$ cat src/rtl/rv32m_pkg.sv
// Shared RV32M divide definitions: funct3 encodings, word constants and the
// front-end state type.
package rv32m_pkg;

  localparam int unsigned XLEN = 32;

  localparam logic [2:0] F3_DIV  = 3'b100;
  localparam logic [2:0] F3_DIVU = 3'b101;
  localparam logic [2:0] F3_REM  = 3'b110;
  localparam logic [2:0] F3_REMU = 3'b111;

  localparam logic [XLEN-1:0] WORD_MIN  = 32'h8000_0000;
  localparam logic [XLEN-1:0] WORD_ONES = 32'hFFFF_FFFF;

  typedef enum logic [2:0] {
    IDLE,
    CORE_START,
    CORE_WAIT,
    DRAIN,
    FIXUP,
    RESP
  } div_state_t;

endpackage

$ cat src/rtl/div_unit_if.sv
// Request/response bundle between the execute stage (master) and div_unit (slave).
interface div_unit_if #(parameter int unsigned TAG_W = 5);

  logic             req_valid;
  logic             req_ready;
  logic [2:0]       req_funct3;
  logic [31:0]      req_rs1;
  logic [31:0]      req_rs2;
  logic [TAG_W-1:0] req_tag;
  logic             flush;
  logic             resp_valid;
  logic             resp_ready;
  logic [31:0]      resp_data;
  logic [TAG_W-1:0] resp_tag;
  logic             busy;

  modport master (
    output req_valid, req_funct3, req_rs1, req_rs2, req_tag, flush, resp_ready,
    input  req_ready, resp_valid, resp_data, resp_tag, busy
  );

  modport slave (
    input  req_valid, req_funct3, req_rs1, req_rs2, req_tag, flush, resp_ready,
    output req_ready, resp_valid, resp_data, resp_tag, busy
  );

endinterface

$ cat src/rtl/div_unit_divider.sv
// Unsigned iterative restoring divider, four quotient bits per cycle.
// Divisor must be below 2**31; start-to-done latency is 10 clocks.
module divider
  import rv32m_pkg::*;
(
  input  logic            clk,
  input  logic            rst,
  input  logic            start,
  input  logic [XLEN-1:0] a,
  input  logic [XLEN-2:0] b,
  output logic            done,
  output logic [XLEN-1:0] q,
  output logic [XLEN-1:0] r
);

  localparam int unsigned STEPS = 4;
  localparam int unsigned ITERS = XLEN / STEPS;

  logic [XLEN-2:0] dsr;
  logic [2:0]      cnt;
  logic            run;
  logic [XLEN-1:0] q_n;
  logic [XLEN-1:0] r_n;

  // q doubles as the dividend shift register; the remainder never exceeds 31 bits
  always_comb begin
    q_n = q;
    r_n = r;
    for (int unsigned i = 0; i < STEPS; i++) begin
      r_n = {r_n[XLEN-2:0], q_n[XLEN-1]};
      q_n = {q_n[XLEN-2:0], 1'b0};
      if (r_n >= {1'b0, dsr}) begin
        r_n    = r_n - {1'b0, dsr};
        q_n[0] = 1'b1;
      end
    end
  end

  always_ff @(posedge clk) begin
    if (rst) begin
      run  <= 1'b0;
      done <= 1'b0;
      cnt  <= '0;
      dsr  <= '0;
      q    <= '0;
      r    <= '0;
    end else begin
      done <= 1'b0;
      if (start && !run) begin
        q   <= a;
        r   <= '0;
        dsr <= b;
        cnt <= '0;
        run <= 1'b1;
      end else if (run) begin
        q   <= q_n;
        r   <= r_n;
        cnt <= cnt + 3'd1;
        if (cnt == 3'(ITERS - 1)) begin
          run  <= 1'b0;
          done <= 1'b1;
        end
      end
    end
  end

endmodule

$ cat src/rtl/div_unit.sv
// RV32M DIV/DIVU/REM/REMU front-end: sign handling and corner cases around the
// unsigned iterative divider core, with a held response and flush support.
module div_unit
  import rv32m_pkg::*;
#(
  parameter int unsigned TAG_W = 5
) (
  input  logic      clk,
  input  logic      rst,
  div_unit_if.slave bus
);

  div_state_t      state;
  logic            op_rem, sa_q, sb_q;
  logic [XLEN-1:0] a_mag, qm, rm;
  logic [XLEN-2:0] b_mag;
  logic [TAG_W-1:0] tag_q;
  logic            core_start, core_done;
  logic [XLEN-1:0] core_q, core_r;

  logic            signed_op, rem_op, sa, sb, accept, bypass, bp_sa, bp_sb, ge;
  logic [XLEN-1:0] abs_a, abs_b, bp_q, bp_r, q_fix, r_fix;
  logic            unused_f3;

  assign unused_f3 = bus.req_funct3[2];

  // Operand decode and the cases resolved without the core
  always_comb begin
    signed_op = ~bus.req_funct3[0];
    rem_op    = bus.req_funct3[1];
    sa        = signed_op & bus.req_rs1[XLEN-1];
    sb        = signed_op & bus.req_rs2[XLEN-1];
    abs_a     = sa ? (32'd0 - bus.req_rs1) : bus.req_rs1;
    abs_b     = sb ? (32'd0 - bus.req_rs2) : bus.req_rs2;
    ge        = (abs_a >= abs_b);
    accept    = bus.req_valid & bus.req_ready & ~bus.flush;
    bypass    = 1'b1;
    bp_sa     = sa;
    bp_sb     = sb;
    bp_q      = '0;
    bp_r      = '0;
    if (bus.req_rs2 == '0) begin
      bp_q  = WORD_ONES;
      bp_r  = bus.req_rs1;
      bp_sa = 1'b0;
      bp_sb = 1'b0;
    end else if (signed_op && bus.req_rs1 == WORD_MIN && bus.req_rs2 == WORD_ONES) begin
      bp_q  = WORD_MIN;
      bp_sa = 1'b0;
      bp_sb = 1'b0;
    end else if (abs_b[XLEN-1]) begin
      bp_q = {31'd0, ge};
      bp_r = abs_a - (ge ? abs_b : 32'd0);
    end else begin
      bypass = 1'b0;
    end
  end

  always_comb begin
    q_fix = (sa_q ^ sb_q) ? (32'd0 - qm) : qm;
    r_fix = sa_q ? (32'd0 - rm) : rm;
  end

  divider u_core (
    .clk   (clk),
    .rst   (rst),
    .start (core_start),
    .a     (a_mag),
    .b     (b_mag),
    .done  (core_done),
    .q     (core_q),
    .r     (core_r)
  );

  // Control FSM; req_ready/busy are updated only on transitions into or out of IDLE
  always_ff @(posedge clk) begin
    if (rst) begin
      state          <= IDLE;
      bus.req_ready  <= 1'b1;
      bus.busy       <= 1'b0;
      bus.resp_valid <= 1'b0;
      bus.resp_data  <= '0;
      bus.resp_tag   <= '0;
      core_start     <= 1'b0;
      op_rem         <= 1'b0;
      sa_q           <= 1'b0;
      sb_q           <= 1'b0;
      a_mag          <= '0;
      b_mag          <= '0;
      qm             <= '0;
      rm             <= '0;
      tag_q          <= '0;
    end else begin
      core_start <= 1'b0;
      case (state)
        IDLE: if (accept) begin
          op_rem        <= rem_op;
          tag_q         <= bus.req_tag;
          a_mag         <= abs_a;
          b_mag         <= abs_b[XLEN-2:0];
          bus.req_ready <= 1'b0;
          bus.busy      <= 1'b1;
          if (bypass) begin
            sa_q  <= bp_sa;
            sb_q  <= bp_sb;
            qm    <= bp_q;
            rm    <= bp_r;
            state <= FIXUP;
          end else begin
            sa_q       <= sa;
            sb_q       <= sb;
            core_start <= 1'b1;
            state      <= CORE_START;
          end
        end
        CORE_START: state <= bus.flush ? DRAIN : CORE_WAIT;
        CORE_WAIT: begin
          if (bus.flush && core_done) begin
            state         <= IDLE;
            bus.req_ready <= 1'b1;
            bus.busy      <= 1'b0;
          end else if (bus.flush) begin
            state <= DRAIN;
          end else if (core_done) begin
            qm    <= core_q;
            rm    <= core_r;
            state <= FIXUP;
          end
        end
        // The core cannot abort; wait out its result and drop it
        DRAIN: if (core_done) begin
          state         <= IDLE;
          bus.req_ready <= 1'b1;
          bus.busy      <= 1'b0;
        end
        FIXUP: begin
          if (bus.flush) begin
            state         <= IDLE;
            bus.req_ready <= 1'b1;
            bus.busy      <= 1'b0;
          end else begin
            bus.resp_data  <= op_rem ? r_fix : q_fix;
            bus.resp_tag   <= tag_q;
            bus.resp_valid <= 1'b1;
            state          <= RESP;
          end
        end
        RESP: if (bus.flush || bus.resp_ready) begin
          bus.resp_valid <= 1'b0;
          state          <= IDLE;
          bus.req_ready  <= 1'b1;
          bus.busy       <= 1'b0;
        end
        default: begin
          state         <= IDLE;
          bus.req_ready <= 1'b1;
          bus.busy      <= 1'b0;
        end
      endcase
    end
  end

endmodule

$ cat src/flat_wrapper.sv
// flat-port wrapper written by rule: the top's interface ports become plain ports
module div_unit_flat import rv32m_pkg::*;
#(
  parameter int unsigned TAG_W = 5
)
  (clk, rst, bus_req_valid, bus_req_funct3, bus_req_rs1, bus_req_rs2, bus_req_tag, bus_flush, bus_resp_ready, bus_req_ready, bus_resp_valid, bus_resp_data, bus_resp_tag, bus_busy);
  div_unit_if #(.TAG_W(TAG_W)) bus_i ();
  input  logic clk;
  input  logic rst;
  input wire logic [$bits(bus_i.req_valid)-1:0] bus_req_valid;
  input wire logic [$bits(bus_i.req_funct3)-1:0] bus_req_funct3;
  input wire logic [$bits(bus_i.req_rs1)-1:0] bus_req_rs1;
  input wire logic [$bits(bus_i.req_rs2)-1:0] bus_req_rs2;
  input wire logic [$bits(bus_i.req_tag)-1:0] bus_req_tag;
  input wire logic [$bits(bus_i.flush)-1:0] bus_flush;
  input wire logic [$bits(bus_i.resp_ready)-1:0] bus_resp_ready;
  output wire logic [$bits(bus_i.req_ready)-1:0] bus_req_ready;
  output wire logic [$bits(bus_i.resp_valid)-1:0] bus_resp_valid;
  output wire logic [$bits(bus_i.resp_data)-1:0] bus_resp_data;
  output wire logic [$bits(bus_i.resp_tag)-1:0] bus_resp_tag;
  output wire logic [$bits(bus_i.busy)-1:0] bus_busy;
  assign bus_i.req_valid = bus_req_valid;
  assign bus_i.req_funct3 = bus_req_funct3;
  assign bus_i.req_rs1 = bus_req_rs1;
  assign bus_i.req_rs2 = bus_req_rs2;
  assign bus_i.req_tag = bus_req_tag;
  assign bus_i.flush = bus_flush;
  assign bus_i.resp_ready = bus_resp_ready;
  assign bus_req_ready = bus_i.req_ready;
  assign bus_resp_valid = bus_i.resp_valid;
  assign bus_resp_data = bus_i.resp_data;
  assign bus_resp_tag = bus_i.resp_tag;
  assign bus_busy = bus_i.busy;
  div_unit #(.TAG_W(TAG_W)) u_core (.clk(clk), .rst(rst), .bus(bus_i));
endmodule
$ cat config.mk
export PLATFORM = sky130hd
export DESIGN_NAME = div_unit_flat
export DESIGN_NICKNAME = d
export VERILOG_FILES = /design/src/rtl/rv32m_pkg.sv /design/src/rtl/div_unit_if.sv /design/src/rtl/div_unit_divider.sv /design/src/rtl/div_unit.sv /design/src/flat_wrapper.sv
export SDC_FILE = /design/constraint.sdc
export NUM_CORES = 1
export LEC_CHECK = 0
export CORE_AREA = 2 2 288 290
export CTS_CLUSTER_SIZE = 20
export DETAILED_ROUTE_END_ITERATION = 8
export DIE_AREA = 0 0 290 292
export PLACE_DENSITY_LB_ADDON = 0.12
export SLEW_MARGIN = 10
export SYNTH_ARGS = -nofsm -noshare
export SYNTH_HDL_FRONTEND = slang
export SYNTH_SLANG_ARGS = --single-unit
export TNS_END_PERCENT = 5
$ cat constraint.sdc
create_clock -name clk -period 17.05 [get_ports clk]
set_clock_uncertainty 0.15 [all_clocks]
set_input_delay 3.41 -clock clk [delete_from_list [all_inputs] [get_ports clk]]
set_output_delay 3.41 -clock clk [all_outputs]
set_load 0.005 [all_outputs]
==> notes.md <==
Implementation results.

The largest driver fanout on the critical path is 39. Ranking logic cells in the layout by count gives the top entries 397 x nor2_1, 330 x a21oi_1, 301 x nand2_1, 276 x dfxtp_1, 194 x ha_1. The timing report gives the clock slew at the launch and capture registers of the worst setup and hold paths as 60 ps. The capture endpoint of the worst hold path is u_core.bus.resp_tag[0].

The final layout contains routed wiring with a total length of 91.6 mm. The met1 routed wirelength after detailed routing is 45.4 mm. The initial antenna violation count is 2.

The die boundary height is 292 um. In this run the mean area of a mapped cell was 7.44 um2. The die area is 84,700 um2. The first-iteration detailed-routing DRC count is 1,597.

The footprint of the flip-flops and latches is 5590 um2. For this design, the slowest cell found on the critical path is a2111oi_0. After synthesis, the most frequently instantiated cells are 398 x nor2_1, 330 x a21oi_1, 302 x nand2_1. The clock tree from TritonCTS is yes. Entering global routing, the biggest net connects 119 pins. The arrival time at the worst endpoint is 14,990 ps.

The layout overhead on the synthesized area is 13.7%. The number of top-level design ports is 117. In this run the remaining antenna-violating nets after routing total 0.

The warning total across the stage logs is 31. The via count of the first global-routing pass is 22,200. The number of nets in the finished design is 3,548. The multi-input gate area in the final layout is 17,600 um2. Setup total negative slack on the finished layout was measured at 0 ps.

Looking at hold timing, the worst path starts from u_core.tag_q[0]. Per STA, the startpoint of the critical path is u_core.u_core.q[31]. The required arrival time at the worst endpoint is 17,350 ps. The multiplexer area fraction after synthesis is 4.97%. For reference, the top logic cell family by area is AND-OR/OR-AND gates. The number of clock buffers in the layout is 48. The worst path needs 14,690 ps of the cycle, external delays included.

The met3 layer wire length in the routed design is 4.36 mm. The core utilization at floorplan is 29.7%.

The most used routing layer is met2. Per the detail_route report, the via count comes to 23,300.

The post-route worst hold slack is 300 ps. The number of nets in the synthesized netlist is 3,536. In the final layout, clock buffers and inverters account for 4.41% of the cell area.

The relative slew slack is 23.5%. Global routing used 21.1% of the available tracks across all layers. The run finished with clean final reports. The estimated wirelength of the detail-placed design is 73.0 mm. STA lists the startpoint of the worst register-to-register path as u_core.u_core.q[31].

Of the post-synthesis cell area, the dominant cell type holds 23.0%. The H-tree was split into 2 levels. The report lists the number of standard-cell rows as 105. The kind of end point of the critical path is a flip-flop. The synthesized netlist has a Yosys-reported chip area of 24,300 um2. Looking at the reg2reg group, the worst path ends at u_core.u_core.r[27]. The length of routed met2 wiring is 39.5 mm.

The layout buffer count excluding clock buffers is 151. The number of cells on the critical path is 45. The class of the most critical hold timing path is flip-flop to flip-flop.

In the Yosys report, the sequential cells make up 23.0% of the chip area. The number of buffer and inverter stages on the critical path is 7. The tree is rooted in a clkbuf_16.

Sequential cells placed in the final layout were counted as 279. The top cell type by total area after synthesis is dfxtp_1. The filler cells instantiated in the layout total 8,877. The report puts the cell count of the worst reg-to-reg path at 45. The flip-flop and latch count after synthesis is 279. The global routing report lists met2 layer usage as 33.0%. The combinational fraction of the cell area is 63.6%.

The width of the chip is 290 um. In this run the standard cell core region covers 81,600 um2. The portion of the layout cell area used by non-clock buffers is 5.21%.
-- flip-flops by register name, indices dropped and copies added, names as in the netlist, 3 cells and up --
signal and count:
u_core.a_mag 32, u_core.b_mag 31, u_core.bus.resp_data 32, u_core.bus.resp_tag 5, u_core.qm 32, u_core.rm 32, u_core.state 3, u_core.tag_q 5
u_core.u_core.cnt 3, u_core.u_core.dsr 31, u_core.u_core.q 32, u_core.u_core.r 32
-- through the flow --
| stage | cells | area, um2 | setup slack, ps |
|---|---|---|---|
| global route | 4366 | 27600 | 1500 |
| floorplan | 3260 | 24300 | 5840 |
| finish | 4369 | 27600 | 2360 |
| global placement | 4304 | 26400 | 2360 |
| detailed placement | 4304 | 26400 | 2370 |
| CTS | 4366 | 27600 | 2310 |
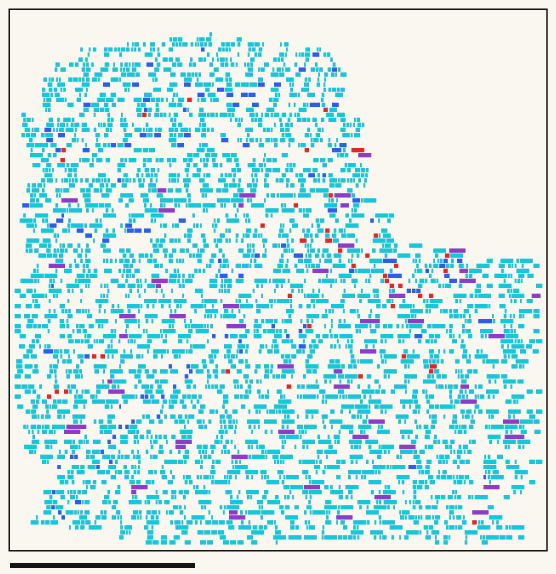
(images/sizes.png)
The bar under the picture is 100 um long.
legend:
  _0 and _1 cells:
    color: cyan
    cells: 3,085
  _6 and larger:
    color: purple
    cells: 54
  _3 and _4 cells:
    color: red
    cells: 41
  _2 cells:
    color: blue
    cells: 116

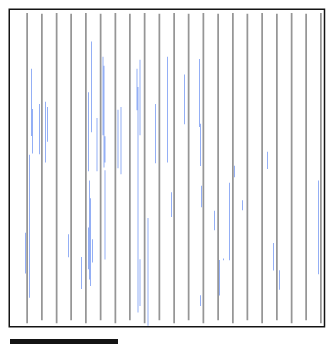
(images/layer_met4.png)
The bar under the picture is 100 um long. Supply wires on this layer in gray.
longest straight run: 208 um
share of all routed wire: 2.6%
nets with wire on the layer: 34
main direction: vertical

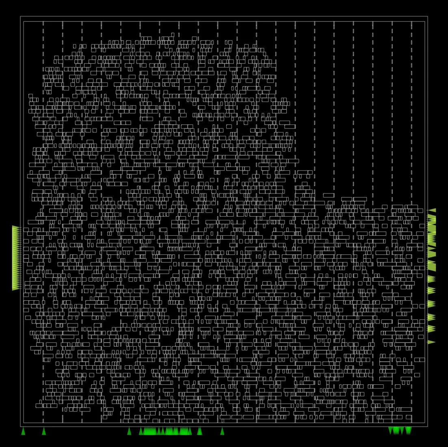
(images/placement.png)
tap cell count: 1,070
non-filler instance count after layout: 4,369

